[config.mk]
export PLATFORM = sky130hd
export DESIGN_NAME = arf192b080e1r1w0cbbehbaa4acw_rcb_ctl
export DESIGN_NICKNAME = d
export VERILOG_FILES = /design/src/rtl/arf192b080e1r1w0cbbehbaa4acw_rcb_ctl_pkg.sv /design/src/rtl/arf192b080e1r1w0cbbehbaa4acw_rcb_hyst.sv /design/src/rtl/arf192b080e1r1w0cbbehbaa4acw_rcb_ctl.sv
export SDC_FILE = /design/constraint.sdc
export NUM_CORES = 1
export LEC_CHECK = 0
export ABC_AREA = 1
export CORE_MARGIN = 2
export CORE_UTILIZATION = 50
export CTS_CLUSTER_DIAMETER = 200
export DETAILED_ROUTE_END_ITERATION = 12
export GPL_ROUTABILITY_DRIVEN = 1
export PLACE_DENSITY = 0.73
export SETUP_SLACK_MARGIN = 0.4
export SYNTH_ARGS = -nofsm -noshare
export SYNTH_HDL_FRONTEND = slang
export SYNTH_HIERARCHICAL = 1
export SYNTH_SLANG_ARGS = --single-unit
[constraint.sdc]
create_clock -name clk -period 1.41 [get_ports clk]
set_clock_uncertainty 0.1 [all_clocks]
set_input_delay 0.282 -clock clk [delete_from_list [all_inputs] [get_ports clk]]
set_output_delay 0.282 -clock clk [all_outputs]
set_load 0.02 [all_outputs]
[src/rtl/arf192b080e1r1w0cbbehbaa4acw_rcb_ctl_pkg.sv]
// Shared types and constants for the bank write-clock enable controller.
package arf192b080e1r1w0cbbehbaa4acw_rcb_ctl_pkg;

  localparam int ENTRIES      = 192;
  localparam int NUM_BANKS    = 8;
  localparam int ENT_PER_BANK = ENTRIES / NUM_BANKS;
  localparam int ADDR_W       = 8;
  localparam int CNT_W        = 4;

  typedef logic [2:0]       bank_t;
  typedef logic [CNT_W-1:0] cnt_t;

  typedef enum logic [1:0] {
    RUN,
    DRAIN,
    OFF
  } state_t;

  // Map an entry address to its bank with a chain of threshold compares,
  // so no divider is built. Out-of-range addresses land in the last bank
  // and must be filtered by the caller.
  function automatic bank_t bank_of(input logic [ADDR_W-1:0] addr);
    bank_t bank;
    bank = '0;
    for (int b = 1; b < NUM_BANKS; b++) begin
      if (int'(addr) >= b * ENT_PER_BANK) bank = bank_t'(b);
    end
    return bank;
  endfunction

endpackage

[src/rtl/arf192b080e1r1w0cbbehbaa4acw_rcb_hyst.sv]
// One bank's hysteresis counter and its registered gate enable.
module arf192b080e1r1w0cbbehbaa4acw_rcb_hyst
  import arf192b080e1r1w0cbbehbaa4acw_rcb_ctl_pkg::*;
#(
  parameter int HYST = 4
) (
  input  logic clk,
  input  logic rst,
  input  logic hit,
  input  logic dft_force_on,
  output logic en,
  output logic idle
);

  cnt_t cnt;
  cnt_t cnt_next;

  // Reload on a write to this bank, otherwise count down to zero and stop.
  always_comb begin
    cnt_next = cnt;
    if (hit) begin
      cnt_next = cnt_t'(HYST);
    end else if (cnt != '0) begin
      cnt_next = cnt - 1'b1;
    end
  end

  // Enable is its own flop driven from the next count, so it rises the
  // cycle after the write and is glitch-free at the gater input.
  always_ff @(posedge clk) begin
    if (rst) begin
      cnt <= '0;
      en  <= 1'b0;
    end else begin
      cnt <= cnt_next;
      en  <= (cnt_next != '0) | dft_force_on;
    end
  end

  assign idle = (cnt == '0);

endmodule

[src/rtl/arf192b080e1r1w0cbbehbaa4acw_rcb_ctl.sv]
// Enable-side controller for the per-bank write-clock gaters: decodes
// accepted writes into per-bank enable windows and sequences the
// force-disable handshake through RUN / DRAIN / OFF.
module arf192b080e1r1w0cbbehbaa4acw_rcb_ctl
  import arf192b080e1r1w0cbbehbaa4acw_rcb_ctl_pkg::*;
#(
  parameter int HYST = 4
) (
  input  logic                 clk,
  input  logic                 rst,
  input  logic                 wr_vld,
  input  logic [ADDR_W-1:0]    wr_addr,
  output logic                 wr_rdy,
  output logic                 addr_err,
  input  logic                 fd_req,
  output logic                 fd_ack,
  input  logic                 dft_force_on,
  output logic [NUM_BANKS-1:0] rcb_en,
  output logic                 rcb_fd,
  output logic                 rcb_rd
);

  state_t               state;
  state_t               state_next;
  logic                 accept;
  logic                 in_range;
  logic                 all_idle;
  bank_t                bank;
  logic [NUM_BANKS-1:0] bank_hit;
  logic [NUM_BANKS-1:0] bank_idle;

  assign accept   = wr_vld & wr_rdy;
  assign in_range = (wr_addr < ADDR_W'(ENTRIES));
  assign bank     = bank_of(wr_addr);
  assign all_idle = &bank_idle;

  // One-hot strobe to the bank addressed by an accepted, in-range write.
  always_comb begin
    bank_hit = '0;
    for (int b = 0; b < NUM_BANKS; b++) begin
      bank_hit[b] = accept & in_range & (bank == bank_t'(b));
    end
  end

  for (genvar g = 0; g < NUM_BANKS; g++) begin : g_bank
    arf192b080e1r1w0cbbehbaa4acw_rcb_hyst #(
      .HYST (HYST)
    ) u_hyst (
      .clk          (clk),
      .rst          (rst),
      .hit          (bank_hit[g]),
      .dft_force_on (dft_force_on),
      .en           (rcb_en[g]),
      .idle         (bank_idle[g])
    );
  end

  // Power-down sequencing: DRAIN waits for every open bank window to close
  // before reporting OFF; dropping the request returns to RUN from anywhere.
  always_comb begin
    state_next = state;
    case (state)
      RUN:     if (fd_req) state_next = DRAIN;
      DRAIN: begin
        if (!fd_req)       state_next = RUN;
        else if (all_idle) state_next = OFF;
      end
      OFF:     if (!fd_req) state_next = RUN;
      default: state_next = RUN;
    endcase
  end

  // State and handshake outputs are registered from the next state; the
  // DFT override masks the force-disable one cycle after it is applied.
  always_ff @(posedge clk) begin
    if (rst) begin
      state    <= RUN;
      wr_rdy   <= 1'b0;
      fd_ack   <= 1'b0;
      rcb_fd   <= 1'b0;
      rcb_rd   <= 1'b0;
      addr_err <= 1'b0;
    end else begin
      state    <= state_next;
      wr_rdy   <= (state_next == RUN);
      fd_ack   <= (state_next == OFF);
      rcb_fd   <= (state_next == OFF) & ~dft_force_on;
      rcb_rd   <= dft_force_on;
      addr_err <= accept & ~in_range;
    end
  end

endmodule

blocks.png
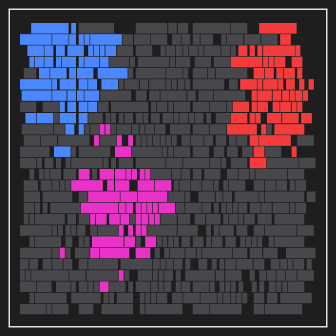
instance	color	cells
`g_bank[7].u_hyst`	blue	51
`g_bank[0].u_hyst`	red	52
`g_bank[5].u_hyst`	magenta	50

==> impl_metrics.yaml <==
# flow metrics
status:
  violations: "setup timing"
  status: "complete, but fails checks"
worst_hold_path:
  min_path_type: "input pin to register"
setup_path:
  critical_path.max_fanout: 4
  path_class: "register to register"
  cpMostUsedCell: "nor2_1"
  worst_ep_arrival_time_ps: 1660
clocking:
  clkLatencyLatePin_ps: 310
  root_buffer: "clkbuf_8"
  htreeDepth: 2
  clk_pin_slew_ps: 100
routing:
  wl_met3_um: 487
  wl_per_cell_um: 14.69
  final_antenna_net_count: 0
  drc: 0
  wl_met1_um: 3375
yosys:
  synth_chip_area_um2: 2628
  synth_cell_types: 19
  edf_count: 0
  synth-main-ff-cell: "dfxtp_1"
  synth.net_count: 427
  synthTopCellsByCount: "nand2_1 (106), nor2_1 (81), inv_1 (54)"
finish:
  largest_register: "g_bank.u_hyst/cnt"
  layout.cells.most_common: "nand2_1"
  layout_top_cells: "nand2_1 (76), buf_4 (66), nor2_1 (54)"
  logic_area_um2: 1987
  clockBufferCount: 5
  layout-drive-gt1-share_pct: 58.24
  nNonClkBuffers: 120
  finalNetCount: 554
  area_delta_synth_final_pct: 72.24
  bufAreaShareNonClock_pct: 24.80
  sh_comb_area_pct: 43.90
timing:
  fmax_ghz: 0.6462
  grt_setup_unrepaired: "yes"
  worst_slack_ps: -137.4
  slew_violations: 0
  setup_viol: 16
grt:
  track_usage_pct: 26.12
  grt_pass1_wl_um: 12500
  grt_pass1_vias: 2941
  grt.met1_usage_pct: 30.20
floorplan:
  initCoreUtil_pct: 51.78
power:
  seqPwrFrac_pct: 20.8
flow_run:
  drv_cap: 0
clock_wires.png
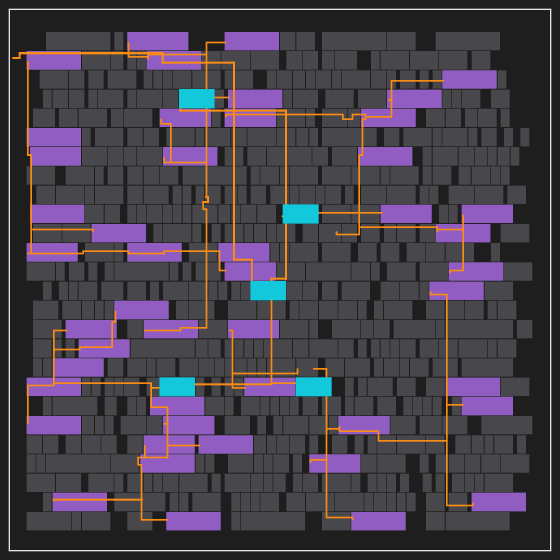
[clock wires] orange | length: 604 µm
[clock-net drivers] cyan | count: 5
[flip-flops] purple | count: 47
flops lie	all over the die
Clock power frac: 8.1%
clock group total power: 873 µW

## path summary, 6_finish.rpt
check                                              from                       to  slack [ps]  cells past startpoint
worst max register to register                   wr_rdy      g_bank[5].u_hyst/en        -140                     11
worst min-delay path                                rst                   fd_ack         380                      4
worst max-delay path                             wr_rdy      g_bank[5].u_hyst/en        -140                     11
worst min register to register  g_bank[1].u_hyst/cnt[2]  g_bank[1].u_hyst/cnt[2]         490                      2
## logic make-up after synthesis
| family | Yosys count | synth area share, % |
|---|---|---|
| buf+inv | 64 | 9.143 |
| compound gates | 15 | 3.857 |
| flops | 47 | 35.81 |
| fa+ha+maj | 8 | 3.810 |
| simple gates | 272 | 47.38 |
## worst register-to-register path, cell delays in order (launching register included)
cell and delay [ps]:
dfxtp_4 370, nand2_4 90, nor2_4 60, buf_6 120, nand2_4 80, nor2_4 40, inv_2 100, nand3_2 80
nor2_1 120, nand2_1 70, nor2_1 140, nor2_1 80
## per-stage QoR
step / setup WS (ps) / power, mW / hold slack (ps) / instance area, µm² / cells
after floorplan: -20.56 / 5.585 / 244.7 / 2808 / 406
after global routing: -192.8 / 11.46 / 392.4 / 4526 / 604
after global placement: -827.1 / 7.450 / 415.9 / 3646 / 567
after CTS: -60.79 / 9.452 / 255.6 / 4213 / 592
final: -137.4 / 10.74 / 378.2 / 4526 / 604
after detailed placement: -864.8 / 7.615 / 417.4 / 3646 / 567
## power groups by stage
stage / Combinational, mW / Sequential (mW) / Clock (mW)
after floorplan: 3.37 / 2.21 / 0
after global placement: 5.32 / 2.13 / 0
after detailed placement: 5.48 / 2.14 / 0
after CTS: 6.39 / 2.19 / 0.880
after global routing: 8.24 / 2.29 / 0.928
final: 7.63 / 2.24 / 0.873
Power is estimated from default activity; no workload was simulated.
